$ cat config.mk
export PLATFORM = sky130hd
export DESIGN_NAME = multicycle_alu_flat
export DESIGN_NICKNAME = d
export VERILOG_FILES = /design/src/rtl/multicycle_alu_pkg.sv /design/src/rtl/multicycle_alu_if.sv /design/src/rtl/multicycle_alu_muldiv_iter.sv /design/src/rtl/multicycle_alu.sv /design/src/flat_wrapper.sv
export SDC_FILE = /design/constraint.sdc
export NUM_CORES = 1
export LEC_CHECK = 0
export CORE_UTILIZATION = 28
export DETAILED_ROUTE_END_ITERATION = 8
export GPL_TIMING_DRIVEN = 0
export SLEW_MARGIN = 20
export SYNTH_ARGS = -nofsm -noshare
export SYNTH_HDL_FRONTEND = slang
export SYNTH_SLANG_ARGS = --single-unit
$ cat constraint.sdc
create_clock -name clk -period 4.5 [get_ports clk]
set_input_delay 0.45 -clock clk [delete_from_list [all_inputs] [get_ports clk]]
set_output_delay 0.45 -clock clk [all_outputs]
set_load 0.02 [all_outputs]
$ cat src/rtl/multicycle_alu_pkg.sv
// Shared ALU definitions: opcode encodings (also decoded by the control unit),
// FSM state encoding and the fixed single-cycle latency.
package alu_pkg;

    localparam logic [5:0] OP_ADD = 6'b000000;
    localparam logic [5:0] OP_SUB = 6'b000001;
    localparam logic [5:0] OP_MUL = 6'b000010;
    localparam logic [5:0] OP_DIV = 6'b000011;
    localparam logic [5:0] OP_AND = 6'b000100;
    localparam logic [5:0] OP_OR  = 6'b000101;
    localparam logic [5:0] OP_XOR = 6'b000110;
    localparam logic [5:0] OP_NOT = 6'b000111;
    localparam logic [5:0] OP_FFT = 6'b001000;
    localparam logic [5:0] OP_ENC = 6'b001001;
    localparam logic [5:0] OP_DEC = 6'b001010;

    localparam int ALU_LAT_SINGLE = 1;

    typedef enum logic [1:0] {
        ST_IDLE = 2'd0,
        ST_ITER = 2'd1,
        ST_DONE = 2'd2
    } alu_state_t;

endpackage

$ cat src/rtl/multicycle_alu_if.sv
// Start/busy/done request bus between the operand source and the ALU.
// master issues start with operands; slave reports busy, done and the held result.
interface multicycle_alu_if #(
    parameter int WIDTH = 19,
    parameter int OPW   = 6
);
    logic             start;
    logic [OPW-1:0]   opcode;
    logic [WIDTH-1:0] a;
    logic [WIDTH-1:0] b;
    logic             busy;
    logic             done;
    logic [WIDTH-1:0] result;
    logic             zero;
    logic             dbz;

    modport master (output start, opcode, a, b,
                    input  busy, done, result, zero, dbz);
    modport slave  (input  start, opcode, a, b,
                    output busy, done, result, zero, dbz);
endinterface

$ cat src/rtl/multicycle_alu_muldiv_iter.sv
// Iterative MUL (shift-add, LSB first) / DIV (restoring) engine, one bit per clock for WIDTH clocks.
// step_done flags the final step; q is the value that step produces, so the caller can register it then.
module muldiv_iter
    import alu_pkg::*;
#(
    parameter int WIDTH = 19
) (
    input  logic             clk,
    input  logic             rst,
    input  logic             load,
    input  logic             is_div,
    input  logic [WIDTH-1:0] a,
    input  logic [WIDTH-1:0] b,
    output logic             step_done,
    output logic [WIDTH-1:0] q
);
    localparam int CW = $clog2(WIDTH + 1);

    logic [CW-1:0]    r_cnt;
    logic             r_div;
    logic [WIDTH-1:0] r_sh;
    logic [WIDTH-1:0] r_opnd;
    logic [WIDTH:0]   r_acc;

    logic [WIDTH-1:0] w_sh_nxt;
    logic [WIDTH-1:0] w_opnd_nxt;
    logic [WIDTH:0]   w_acc_nxt;
    logic [WIDTH:0]   w_rem_sh;
    logic             w_ge;

    // r_sh is the multiplier (shifts right) or the dividend/quotient (shifts left);
    // r_acc is the product accumulator or the partial remainder.
    always_comb begin
        w_rem_sh   = {r_acc[WIDTH-1:0], r_sh[WIDTH-1]};
        w_ge       = (w_rem_sh >= {1'b0, r_opnd});
        w_sh_nxt   = r_sh;
        w_opnd_nxt = r_opnd;
        w_acc_nxt  = r_acc;
        if (r_div) begin
            w_sh_nxt  = {r_sh[WIDTH-2:0], w_ge};
            w_acc_nxt = w_ge ? (w_rem_sh - {1'b0, r_opnd}) : w_rem_sh;
        end else begin
            w_sh_nxt   = r_sh >> 1;
            w_opnd_nxt = r_opnd << 1;
            w_acc_nxt  = r_sh[0] ? (r_acc + {1'b0, r_opnd}) : r_acc;
        end
    end

    assign step_done = (r_cnt == CW'(1));
    assign q         = r_div ? w_sh_nxt : w_acc_nxt[WIDTH-1:0];

    always_ff @(posedge clk or negedge rst) begin
        if (!rst) begin
            r_cnt  <= '0;
            r_div  <= 1'b0;
            r_sh   <= '0;
            r_opnd <= '0;
            r_acc  <= '0;
        end else if (load) begin
            r_cnt  <= CW'(WIDTH);
            r_div  <= is_div;
            r_sh   <= is_div ? a : b;
            r_opnd <= is_div ? b : a;
            r_acc  <= '0;
        end else if (r_cnt != '0) begin
            r_cnt  <= r_cnt - CW'(1);
            r_sh   <= w_sh_nxt;
            r_opnd <= w_opnd_nxt;
            r_acc  <= w_acc_nxt;
        end
    end
endmodule

$ cat src/rtl/multicycle_alu.sv
// Sequential ALU: logic/add ops and DIV-by-zero finish in 1 cycle, MUL/DIV in WIDTH+1 cycles.
// No queueing: start is accepted only while busy=0 (IDLE or DONE); result is held until the next done.
module multicycle_alu
    import alu_pkg::*;
#(
    parameter int WIDTH = 19,
    parameter int OPW   = 6
) (
    input  logic clk,
    input  logic rst,
    multicycle_alu_if.slave bus
);
    alu_state_t       r_state;
    alu_state_t       w_state_nxt;
    logic [WIDTH-1:0] r_result;
    logic             r_zero;
    logic             r_dbz;

    logic [WIDTH-1:0] w_single;
    logic             w_iter;
    logic             w_dbz;
    logic             w_is_div;
    logic             w_accept;
    logic             w_load;
    logic             w_step_done;
    logic [WIDTH-1:0] w_md_q;

    always_comb begin
        w_single = '0;
        w_iter   = 1'b0;
        w_dbz    = 1'b0;
        case (bus.opcode)
            OPW'(OP_ADD): w_single = bus.a + bus.b;
            OPW'(OP_SUB): w_single = bus.a - bus.b;
            OPW'(OP_MUL): w_iter   = 1'b1;
            OPW'(OP_DIV): begin
                if (bus.b == '0) begin
                    w_single = '1;
                    w_dbz    = 1'b1;
                end else begin
                    w_iter = 1'b1;
                end
            end
            OPW'(OP_AND): w_single = bus.a & bus.b;
            OPW'(OP_OR):  w_single = bus.a | bus.b;
            OPW'(OP_XOR): w_single = bus.a ^ bus.b;
            OPW'(OP_NOT): w_single = ~bus.a;
            OPW'(OP_FFT), OPW'(OP_ENC), OPW'(OP_DEC): w_single = bus.a;
            default:      w_single = '0;
        endcase
    end

    assign w_is_div = (bus.opcode == OPW'(OP_DIV));

    always_comb begin
        w_state_nxt = r_state;
        w_accept    = 1'b0;
        w_load      = 1'b0;
        case (r_state)
            ST_IDLE, ST_DONE: begin
                w_state_nxt = ST_IDLE;
                if (bus.start) begin
                    w_accept    = 1'b1;
                    w_load      = w_iter;
                    w_state_nxt = w_iter ? ST_ITER : ST_DONE;
                end
            end
            ST_ITER: if (w_step_done) w_state_nxt = ST_DONE;
            default: w_state_nxt = ST_IDLE;
        endcase
    end

    always_ff @(posedge clk or negedge rst) begin
        if (!rst) r_state <= ST_IDLE;
        else      r_state <= w_state_nxt;
    end

    muldiv_iter #(.WIDTH(WIDTH)) u_muldiv (
        .clk       (clk),
        .rst       (rst),
        .load      (w_load),
        .is_div    (w_is_div),
        .a         (bus.a),
        .b         (bus.b),
        .step_done (w_step_done),
        .q         (w_md_q)
    );

    // Results are written on the edge that enters DONE, so they are valid with the done pulse.
    always_ff @(posedge clk or negedge rst) begin
        if (!rst) begin
            r_result <= '0;
            r_zero   <= 1'b1;
            r_dbz    <= 1'b0;
        end else if (w_accept && !w_iter) begin
            r_result <= w_single;
            r_zero   <= (w_single == '0);
            r_dbz    <= w_dbz;
        end else if ((r_state == ST_ITER) && w_step_done) begin
            r_result <= w_md_q;
            r_zero   <= (w_md_q == '0);
            r_dbz    <= 1'b0;
        end
    end

    assign bus.busy   = (r_state == ST_ITER);
    assign bus.done   = (r_state == ST_DONE);
    assign bus.result = r_result;
    assign bus.zero   = r_zero;
    assign bus.dbz    = r_dbz;
endmodule

$ cat src/flat_wrapper.sv
// flat-port wrapper written by rule: the top's interface ports become plain ports
module multicycle_alu_flat import alu_pkg::*;
#(
    parameter int WIDTH = 19,
    parameter int OPW   = 6
)
  (clk, rst, bus_start, bus_opcode, bus_a, bus_b, bus_busy, bus_done, bus_result, bus_zero, bus_dbz);
  multicycle_alu_if #(.WIDTH(WIDTH), .OPW(OPW)) bus_i ();
  input  logic clk;
  input  logic rst;
  input wire logic [$bits(bus_i.start)-1:0] bus_start;
  input wire logic [$bits(bus_i.opcode)-1:0] bus_opcode;
  input wire logic [$bits(bus_i.a)-1:0] bus_a;
  input wire logic [$bits(bus_i.b)-1:0] bus_b;
  output wire logic [$bits(bus_i.busy)-1:0] bus_busy;
  output wire logic [$bits(bus_i.done)-1:0] bus_done;
  output wire logic [$bits(bus_i.result)-1:0] bus_result;
  output wire logic [$bits(bus_i.zero)-1:0] bus_zero;
  output wire logic [$bits(bus_i.dbz)-1:0] bus_dbz;
  assign bus_i.start = bus_start;
  assign bus_i.opcode = bus_opcode;
  assign bus_i.a = bus_a;
  assign bus_i.b = bus_b;
  assign bus_busy = bus_i.busy;
  assign bus_done = bus_i.done;
  assign bus_result = bus_i.result;
  assign bus_zero = bus_i.zero;
  assign bus_dbz = bus_i.dbz;
  multicycle_alu #(.WIDTH(WIDTH), .OPW(OPW)) u_core (.clk(clk), .rst(rst), .bus(bus_i));
endmodule
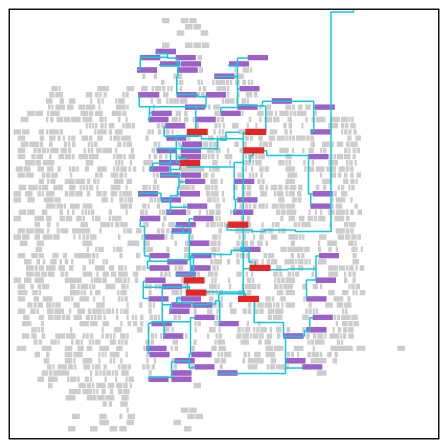
Fig. 1. Routed clock nets over the placement (run 1).
- clock-net drivers: red (count 9)
- clock wires: cyan (length 1,410 um)
- flip-flops: purple (count 86)
- routed clock nets: 10

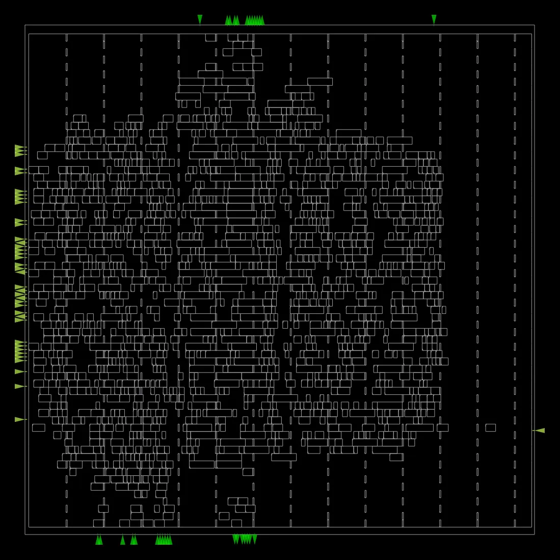
Fig. 2. Cell placement (run 1).
num tapcells: 448
Util after Layout: 33.8%
Fillers: 3,631
core area: 0.0339 mm^2

==> results.txt, run 1 <==
run metrics: status=finished, final reports clean, total routed wirelength=37,500 um, FP Util=28.7%, floorplan net count=1,434, post-synthesis instance area=0.00971 mm^2, grt peak-use layer=met2, # diodes=0, CTS tree=yes, Tmin final=4270 ps, Latency at later pin=350 ps, Worst EP arrival=4530 ps, R2R setup slack=410 ps, Pwr Total=6.86 mW, RSZ-0062 raised after global routing=no, Layout Nets=1,517, grt met1 use=28.3%, crit path DRT=4760 ps, setup ws final=233 ps, Yosys Instances=1,287, die height=188 um, fmax=0.234 GHz, Total GRT Usage=21.0%, Mapped Cells=1,287, max cap viols=0, Clock Skew=9.48 ps, Synth Register Bits=86, Avg Vias per Cell=5.71, DR WL/cell=20.6 um, min-delay src=u_core.u_muldiv.r_opnd[18], Hold Path Cell Cnt=2, clock-pin transition on the worst setup and hold timing paths=70 ps, IO Port Bufs=68, post-synthesis async set-or-reset flop share=100%, dpl ws=-1110 ps, Setup crit start kind=input port, CP Max Fanout=6, Antenna Violating Nets Remaining=0, hold crit path type=flip-flop to flip-flop, family with the most delay on the worst path=AND-OR/OR-AND gates, Post-synth EDFFs=0, met2 Use GR=34.9%, total CTS buffers=9, Rows=67, CP dominant cell by count=a21o_1, CP Class=input port to flip-flop
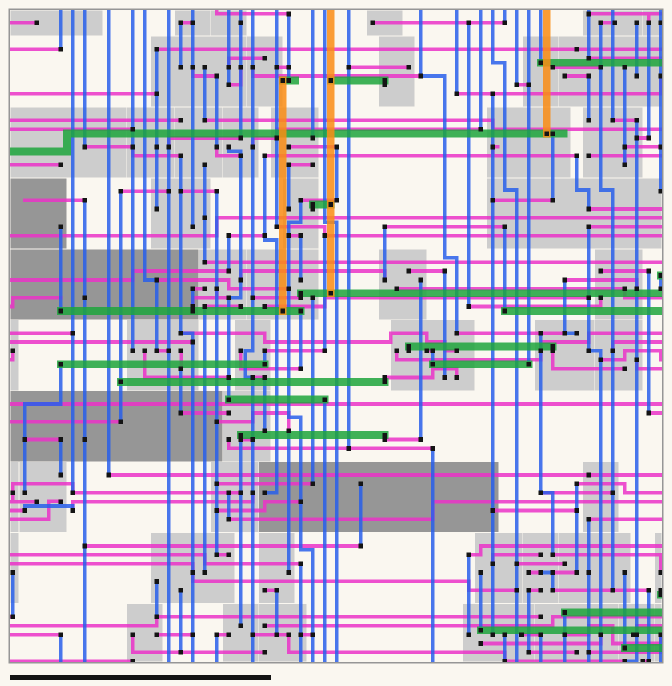
Fig. 3. Layout detail (run 1).
Bar = 10 um. Region (82, 44) to (107, 69) um. Cells in gray, sequential cells in the stronger gray; small squares are vias.
- M1: magenta
- M4: orange
- M2: blue
- M3: green
- most frequent: o21ai_0 (6), a21oi_1 (6)
- netlist names of flops here include: `u_core.u_muldiv.r_sh` (2), `u_core.u_muldiv.r_div` (1)
- cells with their middle in the window: 41
- sequential cells in the window: 3

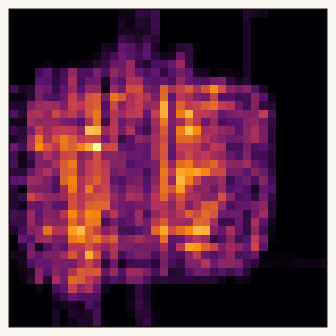
Fig. 4. Signal metal coverage by tile (run 1).
The die is cut into 38 by 38 equal tiles; black is low, pale yellow is high, scaled to the fullest tile. Values are wire area over tile area, all layers added.
- fullest tile: 0.79
- tiles over half the peak: 13%
- mean over tiles: 0.17
- emptiest ninth of the die: north-east

==> run 1: logic make-up after synthesis <==
group | synth area share, %
xor+xnor | 4.69
flops | 22.2
compound gates | 31.2
simple gates | 18.0
fa+ha+maj | 13.1
mux | 4.52
buf+inv | 6.34
==> run 1: state kept, by name, indices dropped and copies added, names as in the netlist <==
register / cells
u_core.u_muldiv.r_sh: 19
u_core.u_muldiv.r_opnd: 19
u_core.bus.dbz: 1
u_core.bus.result: 19
u_core.r_state: 2
u_core.u_muldiv.r_acc: 19
u_core.u_muldiv.r_cnt: 5
u_core.u_muldiv.r_div: 1
u_core.bus.zero: 1
==> run 1: power by group <==
part	switching, mW	internal [mW]	total (mW)
Sequential	0.399	1.07	1.46
Clock	0.370	0.445	0.815
Combinational	2.72	1.86	4.58
Total	3.49	3.37	6.86
==> run 1: area by class of cell <==
class                           count  area [um^2]  share of cell area [%]
Inverter                           88          330                    2.88
Clock buffer                       10          229                    2.00
Clock inverter                      6         78.8                   0.688
Buffer                             72          299                    2.61
Sequential cell                    86         2150                    18.8
Multi-Input combinational cell   1039         7040                    61.5
Tap cell                          448          561                    4.90
Timing Repair Buffer               74          757                    6.61
==> run 1: cell usage after synthesis (all sizes together) (9+ instances only) <==
| cell type | count | share of area (%) |
|---|---|---|
| nand2 | 142 | 5.5 |
| o21ai | 121 | 6.2 |
| a21oi | 110 | 5.7 |
| nor2 | 110 | 4.3 |
| ha | 97 | 12 |
| inv | 88 | 3.4 |
| dfrtp | 85 | 22 |
| clkbuf | 57 | 2.2 |
| o211ai | 45 | 3.5 |
| xnor2 | 44 | 4.0 |
| mux2i | 36 | 3.7 |
| nor3 | 24 | 1.2 |
| a211oi | 23 | 1.9 |
| o22ai | 21 | 1.4 |
| nand3 | 19 | 0.98 |
| buf | 17 | 0.73 |
| a31oi | 16 | 1.0 |
| a21o | 15 | 1.2 |
| a221oi | 14 | 1.3 |
| o21a | 14 | 1.1 |
| nor2b | 13 | 0.84 |
| and3 | 11 | 0.76 |
| nand4 | 11 | 0.71 |
| o221ai | 10 | 0.97 |
| and2 | 9 | 0.58 |
| nor4 | 9 | 0.64 |
==> run 1: stage by stage <==
step / hold WS (ps) / util (%) / instances / instance area [um^2]
final: 503 / 33.8 / 1823 / 11500
after global routing: 535 / 33.8 / 1823 / 11500
after CTS: 500 / 33.6 / 1822 / 11400
after detailed placement: 371 / 32.4 / 1804 / 11000
after global placement: 476 / 32.3 / 1803 / 11000
after floorplan: 154 / - / 1287 / 9710
==> run 1: how the worst max path moves through the flow <==
| stage | to | cells past startpoint |
|---|---|---|
| 6_report | u_core.bus.zero | 16 |
| 5_1_grt | u_core.bus.zero | 18 |
| 4_1_cts | u_core.bus.zero | 19 |
| 3_5_place_dp | u_core.bus.zero | 19 |
| 3_3_place_gp | u_core.bus.zero | 19 |
| 2_1_floorplan | u_core.bus.zero | 19 |
==> run 1: worst reg2reg max path, stage by stage, from the launching register on <==
cell       delay [ps]
dfrtp_1           470
ha_1              260
fa_1              420
a21o_1            250
a221oi_1          530
o21ai_0           200
o2bb2ai_1         330
a21oi_1           120
nor4b_1           370
nand4_1           190
a2111oi_2         440
nand4_1           170
o31ai_2           240
==> inputs of run 2 (changes only) <==
--- a/config.mk
+++ b/config.mk
@@ -5,7 +5,7 @@
 export SDC_FILE = /design/constraint.sdc
 export NUM_CORES = 1
 export LEC_CHECK = 0
-export CORE_UTILIZATION = 28
+export CORE_UTILIZATION = 35
 export DETAILED_ROUTE_END_ITERATION = 8
 export GPL_TIMING_DRIVEN = 0
 export SLEW_MARGIN = 20
==> constraint.sdc (replaced) <==
create_clock -name clk -period 3.6 [get_ports clk]
set_input_delay 0.36 -clock clk [delete_from_list [all_inputs] [get_ports clk]]
set_output_delay 0.36 -clock clk [all_outputs]
set_load 0.02 [all_outputs]
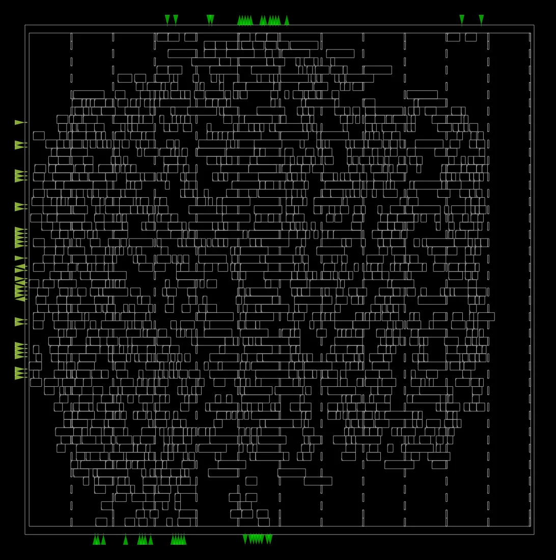
Fig. 5. Cell placement (run 2).
num tapcells: 372
Rows: 60
Fillers: 2,767
Util after Layout: 43.9%
core area: 0.0271 mm^2

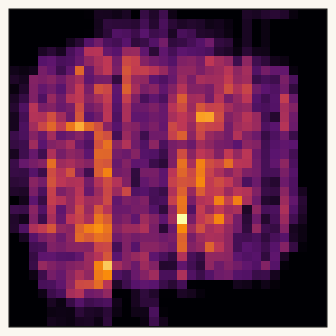
Fig. 6. Signal metal coverage by tile (run 2).
The die is cut into 34 by 34 equal tiles; black is low, pale yellow is high, scaled to the fullest tile. Values are wire area over tile area, all layers added.
- mean over tiles: 0.21
- fullest tile: 0.86
- nearly empty tiles: 23%

==> results.txt, run 2 <==
run metrics: Clock Skew=12.1 ps (+2.59 ps), CP Max Fanout=9 (+3), Worst EP arrival=3820 ps (-710 ps), total routed wirelength=37,300 um (-0.46%), fmax=0.282 GHz, Max-area cell share=21.9% (unchanged), adder share=13.1% (unchanged), post-synthesis instance area=0.00971 mm^2 (unchanged), CTS tree=yes, status=finished, final reports clean, XOR-XNOR Cells, Area Fraction=4.69% (unchanged), hold crit path type=input port to asynchronous set/reset pin, Antenna Violating Nets Remaining=0 (unchanged), crit path DRT=3870 ps (-890 ps), Logic family by area=AND-OR/OR-AND gates, clock-pin transition on the worst setup and hold timing paths=80 ps (about the same), Avg Vias per Cell=5.87 (+2.8%), Latency at later pin=360 ps (about the same), die height=169 um (-10%), Synth Area in Compound Gates=31.2% (unchanged), Pwr Total=8.73 mW (+27%), Mapped Cells=1,287 (unchanged), RSZ-0062 raised after global routing=yes, Tmin final=3550 ps, CP Class=input port to flip-flop, floorplan net count=1,434 (unchanged), # diodes=0 (unchanged), Synth mux share=4.52% (unchanged), Synth Register Bits=86 (unchanged), FP Util=35.8% (+7.2 points), Setup crit start kind=input port, max cap viols=0 (unchanged), post-synthesis async set-or-reset flop share=100% (unchanged), IO Port Bufs=68 (unchanged), commonest cells in the netlist=nand2_1 (142), o21ai_0 (119), a21oi_1 (110), nor2_1 (110), ha_1 (97), DR WL/cell=21.1 um (+2.5%), Top cells by area=dfrtp_1 (22%), ha_1 (12%), o21ai_0 (6.1%), a21oi_1 (5.7%), nand2_1 (5.5%), and+or+nand+nor area frac=18.0% (unchanged), Total GRT Usage=26.2% (+5.2 points), Area Growth Syn to Fin=22.6%, Yosys top cell by instances=nand2_1
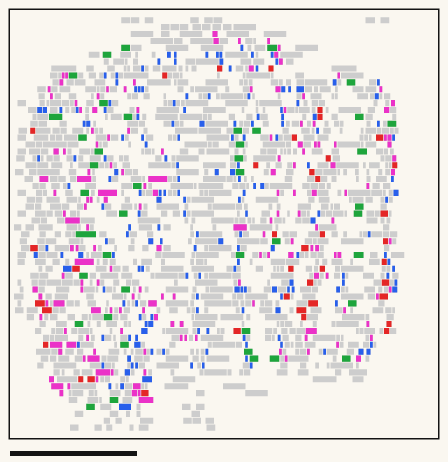
Fig. 7. Selected gate families (run 2).
Bar = 50 um.
- and/or cells: red (cells 39; most used and3_1)
- mux cells: green (cells 42; most used mux2i_1; where all over the die)
- nand cells: blue (cells 181; most used nand2_1)
- nor cells: magenta (cells 160; most used nor2_1; where all over the die)

==> run 2: cell counts after synthesis <==
No cell type changed its count.
==> run 2: worst max path at each step <==
stage,endpoint,cells past startpoint,start,slack [ps]
2_1_floorplan,u_core.bus.zero,19,bus_opcode[0],2
3_3_place_gp,u_core.bus.zero,16,bus_opcode[5],-1610
4_1_cts,u_core.bus.zero,18,bus_opcode[2],2
5_1_grt,u_core.bus.zero,12,bus_a[0],-120
6_report,u_core.bus.zero,15,bus_opcode[0],50
3_5_place_dp,u_core.bus.zero,16,bus_opcode[5],-1620
==> run 2: what timing repair did <==
item | CTS | global route
endpoints found under the setup margin | 47 | 18
hold buffers | 1 | 0
setup buffers | 22 | 6
gates resized | 97 | 60
hold endpoints to repair | 13 | 0
pin swaps | 34 | 40
==> run 2: cells by family (layout without fill, tap and decap cells) <==
family / Yosys count / count (layout)
muxes: 42 / 42
DFF: 86 / 86
AOI/OAI and AO/OA: 465 / 465
xor gates and xnor gates: 52 / 52
adders and majority gates: 100 / 100
and+or+nand+nor: 380 / 380
buffers and inverters: 162 / 273
==> run 2: routing by layer <==
metal  track usage (%)  up-vias  share of wire [%]
met5                 0        -                  0
met4              8.50        0                3.0
met3              2.17       70                5.2
met2              44.5      387                 47
met1              35.1     4979                 44
li1                  -     4946                  -
==> run 2: layout make-up <==
class                   count  area (um^2)  share of cell area (%)
inverters                  88          335                    2.82
well taps                 372          465                    3.91
repair buffers             98          900                    7.56
clock inverters             7         91.3                   0.767
clock buffers               9          225                    1.89
plain buffers              71          312                    2.62
multi-input cells        1039         7420                    62.3
flip-flops and latches     86         2160                    18.1
==> run 2: per-stage QoR <==
stage | TNS (ps) | hold slack (ps) | instance area (um^2) | instances | setup WS (ps)
global placement | -135350 | 477 | 10900 | 1727 | -1610
CTS | 0 | 401 | 11600 | 1764 | 2.48
floorplan | 0 | 64.4 | 9760 | 1287 | 1.51
global route | -232 | 405 | 11900 | 1770 | -125
finish | 0 | 384 | 11900 | 1770 | 50.0
detailed placement | -31520 | 200 | 10900 | 1728 | -1620
==> run 2: critical path: cells and delay by family <==
kind | cells | cell delay, ps
and+or+nand+nor | 6 | 1330
AOI/OAI and AO/OA | 5 | 1130
adders and majority gates | 1 | 550
buffers and inverters | 3 | 450
==> run 2: where the power goes <==
part           internal, mW  switching (mW)
Sequential             1.33           0.484
Combinational          2.42            3.45
Clock                 0.557           0.479
Total                  4.31            4.42
Power is estimated from default activity; no workload was simulated.
